===== src/rtl/demux_1to2_8bits_if.sv =====
// Bus bundle for the 1:2 de-interleaving demux. The master side feeds words
// and pop requests. The slave side (the demux) returns lane data and status.
interface demux_if #(
    parameter int DATA_W = 8
);
    logic [DATA_W-1:0] data_in;
    logic              valid_in;
    logic              pop0;
    logic              pop1;
    logic [DATA_W-1:0] data_out0;
    logic [DATA_W-1:0] data_out1;
    logic              valid_out0;
    logic              valid_out1;
    logic              empty0;
    logic              empty1;
    logic              full0;
    logic              full1;
    logic              pause;
    logic              sel_state;
    logic              underflow_err;

    modport master (
        output data_in, valid_in, pop0, pop1,
        input  data_out0, data_out1, valid_out0, valid_out1,
        input  empty0, empty1, full0, full1, pause, sel_state, underflow_err
    );

    modport slave (
        input  data_in, valid_in, pop0, pop1,
        output data_out0, data_out1, valid_out0, valid_out1,
        output empty0, empty1, full0, full1, pause, sel_state, underflow_err
    );
endinterface


===== src/rtl/demux_1to2_8bits.sv =====
// 1:2 demux that undoes an alternating 2:1 interleave. Accepted words go to
// lane 0, lane 1, lane 0, and so on. Each lane is a DEPTH-entry FIFO with a
// registered read port. DEPTH must be a power of two and at least 2, so that
// the pointers wrap for free.
module demux_1to2_8bits #(
    parameter int DATA_W = 8,
    parameter int DEPTH  = 4
) (
    input  logic   clk,
    input  logic   reset_L,
    demux_if.slave bus
);
    localparam int PW = $clog2(DEPTH);
    localparam int CW = PW + 1;
    localparam logic [CW-1:0] CNT_FULL = CW'(DEPTH);

    logic              sel_state;
    logic              sel_next;
    logic              pause;
    logic              accept;
    logic [1:0]        push;
    logic [1:0]        pop_req;
    logic [1:0]        pop_ok;
    logic [1:0]        empty;
    logic [1:0]        full;
    logic              underflow_err;

    logic [PW-1:0]     wr_ptr   [2];
    logic [PW-1:0]     rd_ptr   [2];
    logic [CW-1:0]     count    [2];
    logic [DATA_W-1:0] data_out [2];
    logic [1:0]        valid_out;
    logic [DATA_W-1:0] mem      [2][DEPTH];

    // Lane status comes only from registered counts; a same-cycle pop never frees a slot early
    always_comb begin
        pop_req = {bus.pop1, bus.pop0};
        empty   = 2'b00;
        full    = 2'b00;
        for (int i = 0; i < 2; i++) begin
            empty[i] = (count[i] == '0);
            full[i]  = (count[i] == CNT_FULL);
        end
        pause  = sel_state ? full[1] : full[0];
        accept = bus.valid_in & ~pause;
        push   = accept ? (sel_state ? 2'b10 : 2'b01) : 2'b00;
        // No fall-through: a pop on an empty lane is dropped even if that lane is pushed now
        pop_ok = pop_req & ~empty;
    end

    // Lane selector state register
    always_ff @(posedge clk or negedge reset_L) begin
        if (!reset_L) sel_state <= 1'b0;
        else          sel_state <= sel_next;
    end

    // Lane selector next state: toggle only on an accepted word
    always_comb begin
        sel_next = sel_state;
        if (accept) sel_next = ~sel_state;
    end

    // FIFO bookkeeping, registered read port and sticky underflow flag
    always_ff @(posedge clk or negedge reset_L) begin
        if (!reset_L) begin
            for (int i = 0; i < 2; i++) begin
                wr_ptr[i]   <= '0;
                rd_ptr[i]   <= '0;
                count[i]    <= '0;
                data_out[i] <= '0;
            end
            valid_out     <= 2'b00;
            underflow_err <= 1'b0;
        end else begin
            for (int i = 0; i < 2; i++) begin
                if (push[i]) wr_ptr[i] <= wr_ptr[i] + PW'(1);
                if (pop_ok[i]) begin
                    rd_ptr[i]   <= rd_ptr[i] + PW'(1);
                    data_out[i] <= mem[i][rd_ptr[i]];
                end
                case ({push[i], pop_ok[i]})
                    2'b10:   count[i] <= count[i] + CW'(1);
                    2'b01:   count[i] <= count[i] - CW'(1);
                    default: count[i] <= count[i];
                endcase
            end
            valid_out <= pop_ok;
            if (|(pop_req & empty)) underflow_err <= 1'b1;
        end
    end

    // Lane storage; unreset because a slot is only read after it has been written
    always_ff @(posedge clk) begin
        for (int i = 0; i < 2; i++) begin
            if (push[i]) mem[i][wr_ptr[i]] <= bus.data_in;
        end
    end

    assign bus.data_out0     = data_out[0];
    assign bus.data_out1     = data_out[1];
    assign bus.valid_out0    = valid_out[0];
    assign bus.valid_out1    = valid_out[1];
    assign bus.empty0        = empty[0];
    assign bus.empty1        = empty[1];
    assign bus.full0         = full[0];
    assign bus.full1         = full[1];
    assign bus.pause         = pause;
    assign bus.sel_state     = sel_state;
    assign bus.underflow_err = underflow_err;
endmodule


===== src/flat_wrapper.sv =====
// flat-port wrapper written by rule: the top's interface ports become plain ports
module demux_1to2_8bits_flat 
#(
    parameter int DATA_W = 8,
    parameter int DEPTH  = 4
)
  (clk, reset_L, bus_data_in, bus_valid_in, bus_pop0, bus_pop1, bus_data_out0, bus_data_out1, bus_valid_out0, bus_valid_out1, bus_empty0, bus_empty1, bus_full0, bus_full1, bus_pause, bus_sel_state, bus_underflow_err);
  demux_if #(.DATA_W(DATA_W)) bus_i ();
  input  logic clk;
  input  logic reset_L;
  input wire logic [$bits(bus_i.data_in)-1:0] bus_data_in;
  input wire logic [$bits(bus_i.valid_in)-1:0] bus_valid_in;
  input wire logic [$bits(bus_i.pop0)-1:0] bus_pop0;
  input wire logic [$bits(bus_i.pop1)-1:0] bus_pop1;
  output wire logic [$bits(bus_i.data_out0)-1:0] bus_data_out0;
  output wire logic [$bits(bus_i.data_out1)-1:0] bus_data_out1;
  output wire logic [$bits(bus_i.valid_out0)-1:0] bus_valid_out0;
  output wire logic [$bits(bus_i.valid_out1)-1:0] bus_valid_out1;
  output wire logic [$bits(bus_i.empty0)-1:0] bus_empty0;
  output wire logic [$bits(bus_i.empty1)-1:0] bus_empty1;
  output wire logic [$bits(bus_i.full0)-1:0] bus_full0;
  output wire logic [$bits(bus_i.full1)-1:0] bus_full1;
  output wire logic [$bits(bus_i.pause)-1:0] bus_pause;
  output wire logic [$bits(bus_i.sel_state)-1:0] bus_sel_state;
  output wire logic [$bits(bus_i.underflow_err)-1:0] bus_underflow_err;
  assign bus_i.data_in = bus_data_in;
  assign bus_i.valid_in = bus_valid_in;
  assign bus_i.pop0 = bus_pop0;
  assign bus_i.pop1 = bus_pop1;
  assign bus_data_out0 = bus_i.data_out0;
  assign bus_data_out1 = bus_i.data_out1;
  assign bus_valid_out0 = bus_i.valid_out0;
  assign bus_valid_out1 = bus_i.valid_out1;
  assign bus_empty0 = bus_i.empty0;
  assign bus_empty1 = bus_i.empty1;
  assign bus_full0 = bus_i.full0;
  assign bus_full1 = bus_i.full1;
  assign bus_pause = bus_i.pause;
  assign bus_sel_state = bus_i.sel_state;
  assign bus_underflow_err = bus_i.underflow_err;
  demux_1to2_8bits #(.DATA_W(DATA_W), .DEPTH(DEPTH)) u_core (.clk(clk), .reset_L(reset_L), .bus(bus_i));
endmodule

===== config.mk =====
export PLATFORM = sky130hd
export DESIGN_NAME = demux_1to2_8bits_flat
export DESIGN_NICKNAME = d
export VERILOG_FILES = /design/src/rtl/demux_1to2_8bits_if.sv /design/src/rtl/demux_1to2_8bits.sv /design/src/flat_wrapper.sv
export SDC_FILE = /design/constraint.sdc
export NUM_CORES = 1
export LEC_CHECK = 0
export ABC_AREA = 1
export CAP_MARGIN = 30
export CELL_PAD_IN_SITES_DETAIL_PLACEMENT = 2
export CELL_PAD_IN_SITES_GLOBAL_PLACEMENT = 2
export CORE_AREA = 2 2 113 115
export DETAILED_ROUTE_END_ITERATION = 7
export DIE_AREA = 0 0 115 117
export HOLD_SLACK_MARGIN = 0.08
export MAX_ROUTING_LAYER = met4
export PLACE_DENSITY = 0.74
export SLEW_MARGIN = 20
export SYNTH_ARGS = -nofsm -noshare
export SYNTH_HDL_FRONTEND = slang
export SYNTH_SLANG_ARGS = --single-unit
export TNS_END_PERCENT = 50

===== constraint.sdc =====
create_clock -name clk -period 2.4 [get_ports clk]
set_input_delay 0.72 -clock clk [delete_from_list [all_inputs] [get_ports clk]]
set_output_delay 0.72 -clock clk [all_outputs]
set_load 0.005 [all_outputs]

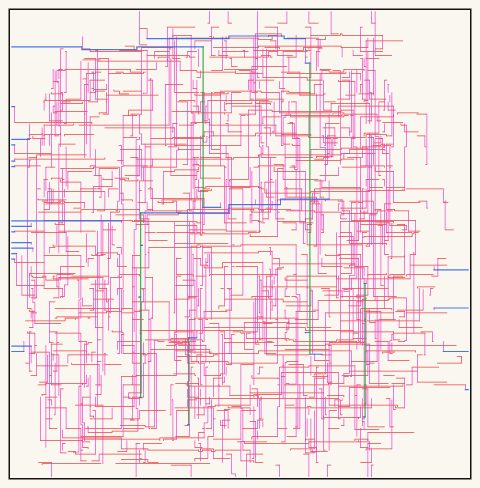
**Above:** run 1 (signal wires by layer).
(4 px per um)
| color | layer | wire length |
|---|---|---|
| magenta | met2 | 5580 um |
| red | met1 | 4650 um |
| blue | met3 | 238 um |
| green | met4 | 214 um |
total number of vias: 3048
Final Routed Wirelength: 10.68 mm
average wire length per cell after detail routing: 16.40 um
GR Util All Layers: 18.16%

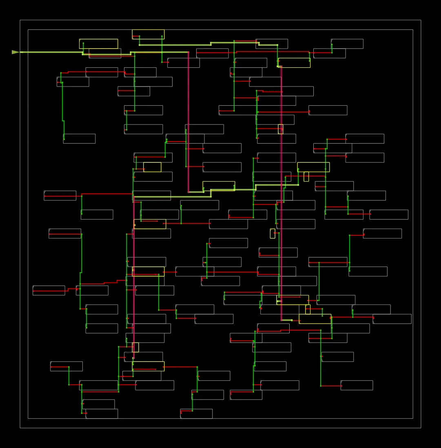
**Above:** run 1 (the clock network).
Inserted Clock Buffers: 9
post-route clock skew: 6.492 ps
power dissipated in the clock network: 1.44 mW
total clock sinks: 98

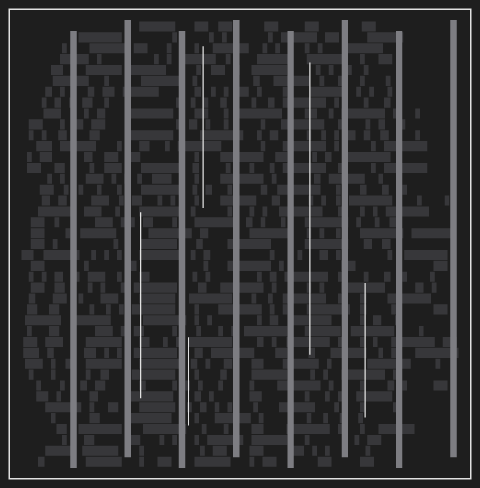
**Above:** run 1 (met4 routing).
(4 px per um) Supply wires on this layer in gray.
longest straight run: 72.8 um
wire length on this layer: 214 um
main direction: vertical
share of all routed wire: 2.0%
nets with wire on the layer: 4

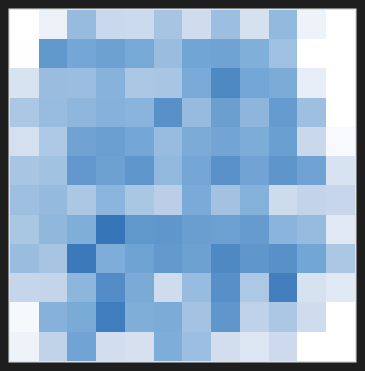
**Above:** run 1 (cell density map).
(3 px per um) 12 x 12 tiles, from white (low) to dark blue (high), 0 to 100% covered.
emptiest ninth of the die: upper right
densest ninth of the die: center
fullest tile: 72%
mean over tiles: 38%
nearly empty tiles: 6.9%

==> Implementation_results.wiki, run 1 <==
== Implementation results ==
{| class="wikitable"
! Metric !! Value
|-
| Hold-fix buffers, CTS || 0
|-
| Number of OpenROAD warnings || 32
|-
| Well-tap cell count || 150
|-
| Area-dominant cell class after layout || registers
|-
| Fraction of met3 tracks used by global routing || 3.450%
|-
| Storage element area || 0.002773 sq mm
|-
| Worst hold slack across all endpoints || 473.5 ps
|-
| Synthesized Nets || between 400 and 500
|-
| Commonest Layout Cell || nand2_1
|-
| Worst-path cell chain || nor2_2, nand2_2, inv_1, clkdlybuf4s50_1
|-
| Switching Share || 35.93%
|-
| End of the worst register-to-register path || u_core.count[2]
|-
| Largest family of logic cells by area || simple AND/OR/NAND/NOR gates
|-
| Crit path launch || u_core.count[0]
|-
| Clock-pin transition on the worst setup and hold timing paths || about 60 ps
|-
| Shortest clock period the worst path allows after layout || 2300 ps
|-
| Most used routing layer in global routing || met2
|-
| Share of the core filled by cells before placement || 36.26%
|-
| Final cell area excluding filler cells || 0.005336 sq mm
|-
| Fraction of area in multi-input gates || 22.27%
|-
| Clock Path Buffers || 2
|-
| Total Die Area || 0.01346 sq mm
|-
| CTS H-tree lvls || 3
|-
| # diodes || 0
|-
| Library cell with the largest summed area after synthesis || edfxtp_1
|-
| Crit path capture type || primary output
|-
| Detailed-routing wirelength on met1 || 4.648 mm
|-
| Weighted congestion reported at the end of routability-driven placement || 0.7417
|-
| DR top layer || met4
|-
| Flop pwr share || 41.3%
|-
| Leakage dissipation || 2.549 nW
|-
| Count leader, synth || nand2_1
|-
| Leading post-synthesis cells by cell area || edfxtp_1 (43%), dfrtp_1 (19%), nand2_1 (11%)
|-
| Area fraction of the dominant cell type after synthesis || 43.05%
|-
| Fillcell total || between 1k and 1.5k
|-
| Instance area after placement || 0.005010 sq mm
|-
| Post-synth EDFFs || 64
|-
| Ratio of cells with drive above 1 in the final layout || 14.17%
|-
| R2R setup slack || approximately 570 ps
|-
| Post-CTS Setup Bufs || 3
|-
| Yosys chip area || 0.004464 sq mm
|-
| Biggest fanout along the worst timing path || 5
|-
| Actual transition at the worst max-transition pin || roughly 830 ps
|-
| Maximum number of pins on one net before global-route repair || 35
|-
| Final tally of hold violations || 0
|-
| Initial antenna violation count || 0
|-
| Number of cell rows || 41
|-
| Cell Type Count || 28
|-
| Design Power || 6.384 mW
|-
| Number of placed instances with taps included || 630
|-
| Multi-input gates || 231
|-
| Final non-clock buffer share || under 10%
|-
| Final Slew Violations || 0
|-
| Tally of nets with antenna violations remaining after routing || 0
|-
| Finish-stage setup viols || 0
|-
| Setup WS pre-CTS || -75.72 ps
|-
| Largest delay share family, worst path || buffers and inverters
|-
| Routed length on met3 || 237 um
|-
| Maximum Capacitance Violations || 0
|-
| Psw || between 2 and 2.5 mW
|-
| Headroom to the max-slew limit || between 40% and 50%
|-
| Latest clock arrival within the worst-skew pair || between 300 and 400 ps
|-
| Number of top-level pins || 38
|-
| Number of standard cells after synthesis || roughly 440
|-
| Highest clock frequency the design can meet || 0.4347 GHz
|-
| Seq/Total Area, Yosys || 62.11%
|-
| Vertical die dimension || 117 um
|-
| Slowest Stage Delay on Critical Path || 490 ps
|-
| Layout Cells excl Fill || 651
|-
| And-or/or-and share of the synthesized area || less than 1%
|-
| Pwr per Cell Area || roughly 1200 mW/mm^2
|-
| Chip width || about 120 um
|-
| Number of cells on the critical path || 4
|-
| Share of total power in the clock network || 22.5%
|-
| Wire length of the first global-routing pass || 17.54 mm
|-
| Data required time at the worst endpoint || 1680 ps
|-
| Clk Tree Root Cell || clkbuf_16
|-
| Outcome || finished, final reports clean
|-
| Grt met2 use || 31.45%
|-
| Number of global-route vias before repair || 3422
|-
| Portion of the layout cell area used by clock cells || 5.416%
|-
| Grt ovf || 0
|-
| XOR-XNOR Cells, Area Fraction || 1.570%
|}
==> run 2, diff against run 1 <==
Settings changed: HOLD_SLACK_MARGIN 0.08 to not set.
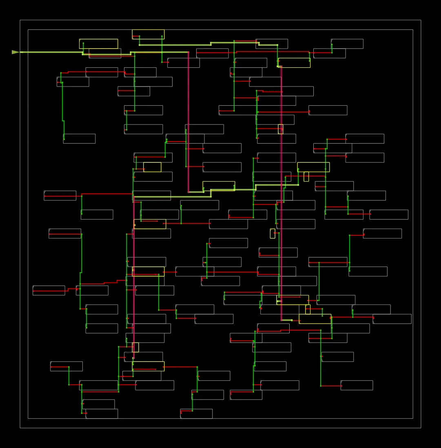
**Above:** run 2 (the clock network).
count of clock buffers in the final design: 13
latest clock arrival within the worst-skew pair: 350 ps

==> Implementation_results.wiki, run 2 <==
== Implementation results ==
{| class="wikitable"
! Metric !! Value
|-
| Final tally of hold violations || 0
|-
| Well-tap cell count || 150
|-
| Power dissipated in the clock network || 1.44 mW
|-
| Weighted congestion reported at the end of routability-driven placement || 0.7417
|-
| Portion of the layout cell area used by clock cells || 5.416%
|-
| Highest clock frequency the design can meet || 0.4347 GHz
|-
| Share of the core filled by cells before placement || 36.26%
|-
| Largest family of logic cells by area || simple AND/OR/NAND/NOR gates
|-
| Total number of vias || 3048
|-
| XOR-XNOR Cells, Area Fraction || 1.570%
|-
| Maximum Capacitance Violations || 0
|-
| Outcome || finished, final reports clean
|-
| Switching Share || roughly 36%
|-
| Clk Tree Root Cell || clkbuf_16
|-
| Storage element area || 0.002773 sq mm
|-
| Grt ovf || 0
|-
| Leading post-synthesis cells by cell area || edfxtp_1 (43%), dfrtp_1 (19%), nand2_1 (11%)
|-
| Final Routed Wirelength || 10.68 mm
|-
| Clock-pin transition on the worst setup and hold timing paths || 60 ps
|-
| Final Slew Violations || 0
|-
| Actual transition at the worst max-transition pin || 829.4 ps
|-
| Worst-path cell chain || nor2_2, nand2_2, inv_1, clkdlybuf4s50_1
|-
| Fillcell total || 1333
|-
| Instance area after placement || 0.005010 sq mm
|-
| Area-dominant cell class after layout || registers
|-
| Number of top-level pins || 38
|-
| Worst hold slack across all endpoints || roughly 470 ps
|-
| Seq/Total Area, Yosys || between 60% and 70%
|-
| Psw || ~2.3 mW
|-
| Fraction of met3 tracks used by global routing || 3.450%
|-
| Slowest Stage Delay on Critical Path || 490 ps
|-
| R2R setup slack || 570 ps
|-
| Initial antenna violation count || 0
|-
| Share of total power in the clock network || 22.5%
|-
| Ratio of cells with drive above 1 in the final layout || 14.17%
|-
| Number of cells on the critical path || 4
|-
| Multi-input gates || between 200 and 250
|-
| Crit path launch || u_core.count[0]
|-
| GR Util All Layers || a little under a fifth
|-
| Post-synth EDFFs || around 64
|-
| Count leader, synth || nand2_1
|-
| Headroom to the max-slew limit || 44.71%
|-
| Design Power || 6.384 mW
|-
| Routed length on met3 || approximately 240 um
|-
| Area fraction of the dominant cell type after synthesis || 43.05%
|-
| Average wire length per cell after detail routing || 16.40 um
|-
| Total clock sinks || 98
|-
| Maximum number of pins on one net before global-route repair || 35
|-
| Leakage dissipation || 2.549 nW
|-
| Number of standard cells after synthesis || roughly 440
|-
| Tally of nets with antenna violations remaining after routing || 0
|-
| Total Die Area || 0.01346 sq mm
|-
| Data required time at the worst endpoint || 1680 ps
|}
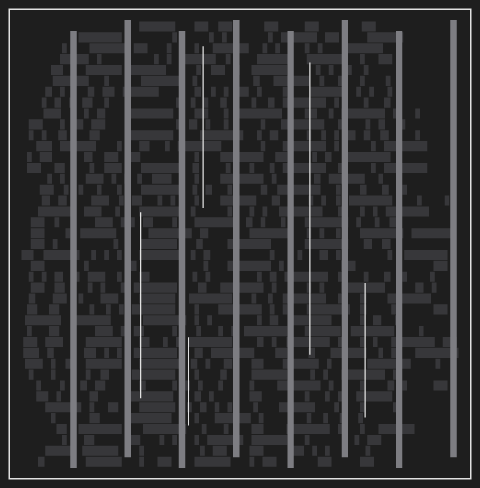
**Above:** run 2 (met4 routing).
(4 px per um) Supply wires on this layer in gray.
share of all routed wire: 2.0%
main direction: vertical

==> run 3, diff against run 2 <==
Settings changed: CORE_AREA 2 2 113 115 to 2 2 109 111, DIE_AREA 0 0 115 117 to 0 0 111 113, PLACE_DENSITY 0.74 to 0.79.
Clock period 2.4 ns to 3 ns, I/O delays scaled along.
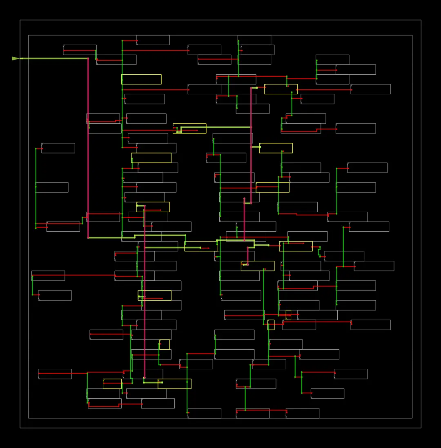
**Above:** run 3 (the clock network).
sequential cell count of the final layout: 98
post-route clock skew: 7.578 ps
latest clock arrival within the worst-skew pair: 340 ps

==> Implementation_results.wiki, run 3 <==
== Implementation results ==
{| class="wikitable"
! Metric !! Value
|-
| Outcome || finished, final reports clean
|-
| Power dissipated in the clock network || 1.30 mW
|-
| Shortest clock period the worst path allows after layout || 2648 ps
|-
| Instance area after placement || 0.004956 sq mm
|-
| Yosys chip area || 0.004464 sq mm
|-
| # diodes || 0
|-
| Initial antenna violation count || 0
|-
| Post-CTS Setup Bufs || 0
|-
| Area fraction of the dominant cell type after synthesis || 43.05%
|-
| Routed length on met3 || 175 um
|-
| Clk Tree Root Cell || clkbuf_16
|-
| Final Slew Violations || 0
|-
| Finish-stage setup viols || 0
|-
| Highest clock frequency the design can meet || 0.3777 GHz
|-
| Average wire length per cell after detail routing || 17.37 um
|-
| Pwr per Cell Area || 988.5 mW/mm^2
|-
| Worst hold slack across all endpoints || 478.2 ps
|-
| Number of cell rows || 39
|-
| Commonest Layout Cell || nand2_1
|-
| CTS H-tree lvls || 3
|-
| Area-dominant cell class after layout || registers
|-
| Synthesized Nets || 464
|-
| Actual transition at the worst max-transition pin || around 840 ps
|-
| Clock Path Buffers || 2
|-
| Share of the core filled by cells before placement || roughly two fifths
|-
| Switching Share || a little over a third
|-
| Total Die Area || 0.01254 sq mm
|-
| Setup WS pre-CTS || 181.1 ps
|-
| End of the worst register-to-register path || u_core.count[1]
|-
| Most used routing layer in global routing || met2
|-
| Leakage dissipation || 2.495 nW
|-
| Data required time at the worst endpoint || 2100 ps
|-
| Clock-pin transition on the worst setup and hold timing paths || 60 ps
|-
| Number of OpenROAD warnings || 32
|-
| Number of cells on the critical path || 6
|-
| Weighted congestion reported at the end of routability-driven placement || 0.7326
|-
| Psw || 1.881 mW
|-
| Inserted Clock Buffers || 9
|-
| Number of top-level pins || 38
|-
| Maximum number of pins on one net before global-route repair || 35
|-
| Biggest fanout along the worst timing path || 4
|}
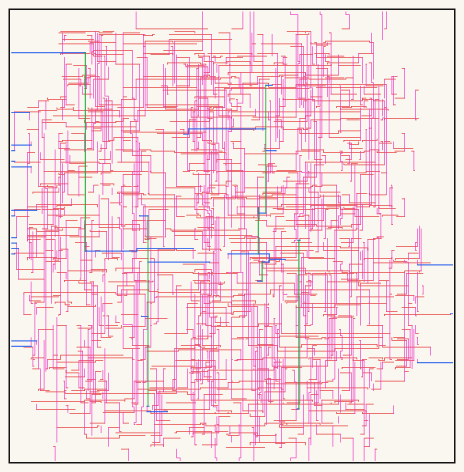
**Above:** run 3 (signal wires by layer).
(4 px per um)
| color | layer | wire length |
|---|---|---|
| magenta | met2 | 5890 um |
| red | met1 | 4750 um |
| blue | met3 | 175 um |
| green | met4 | 188 um |

No activity file was given, so power comes from the tool's default toggle rates.
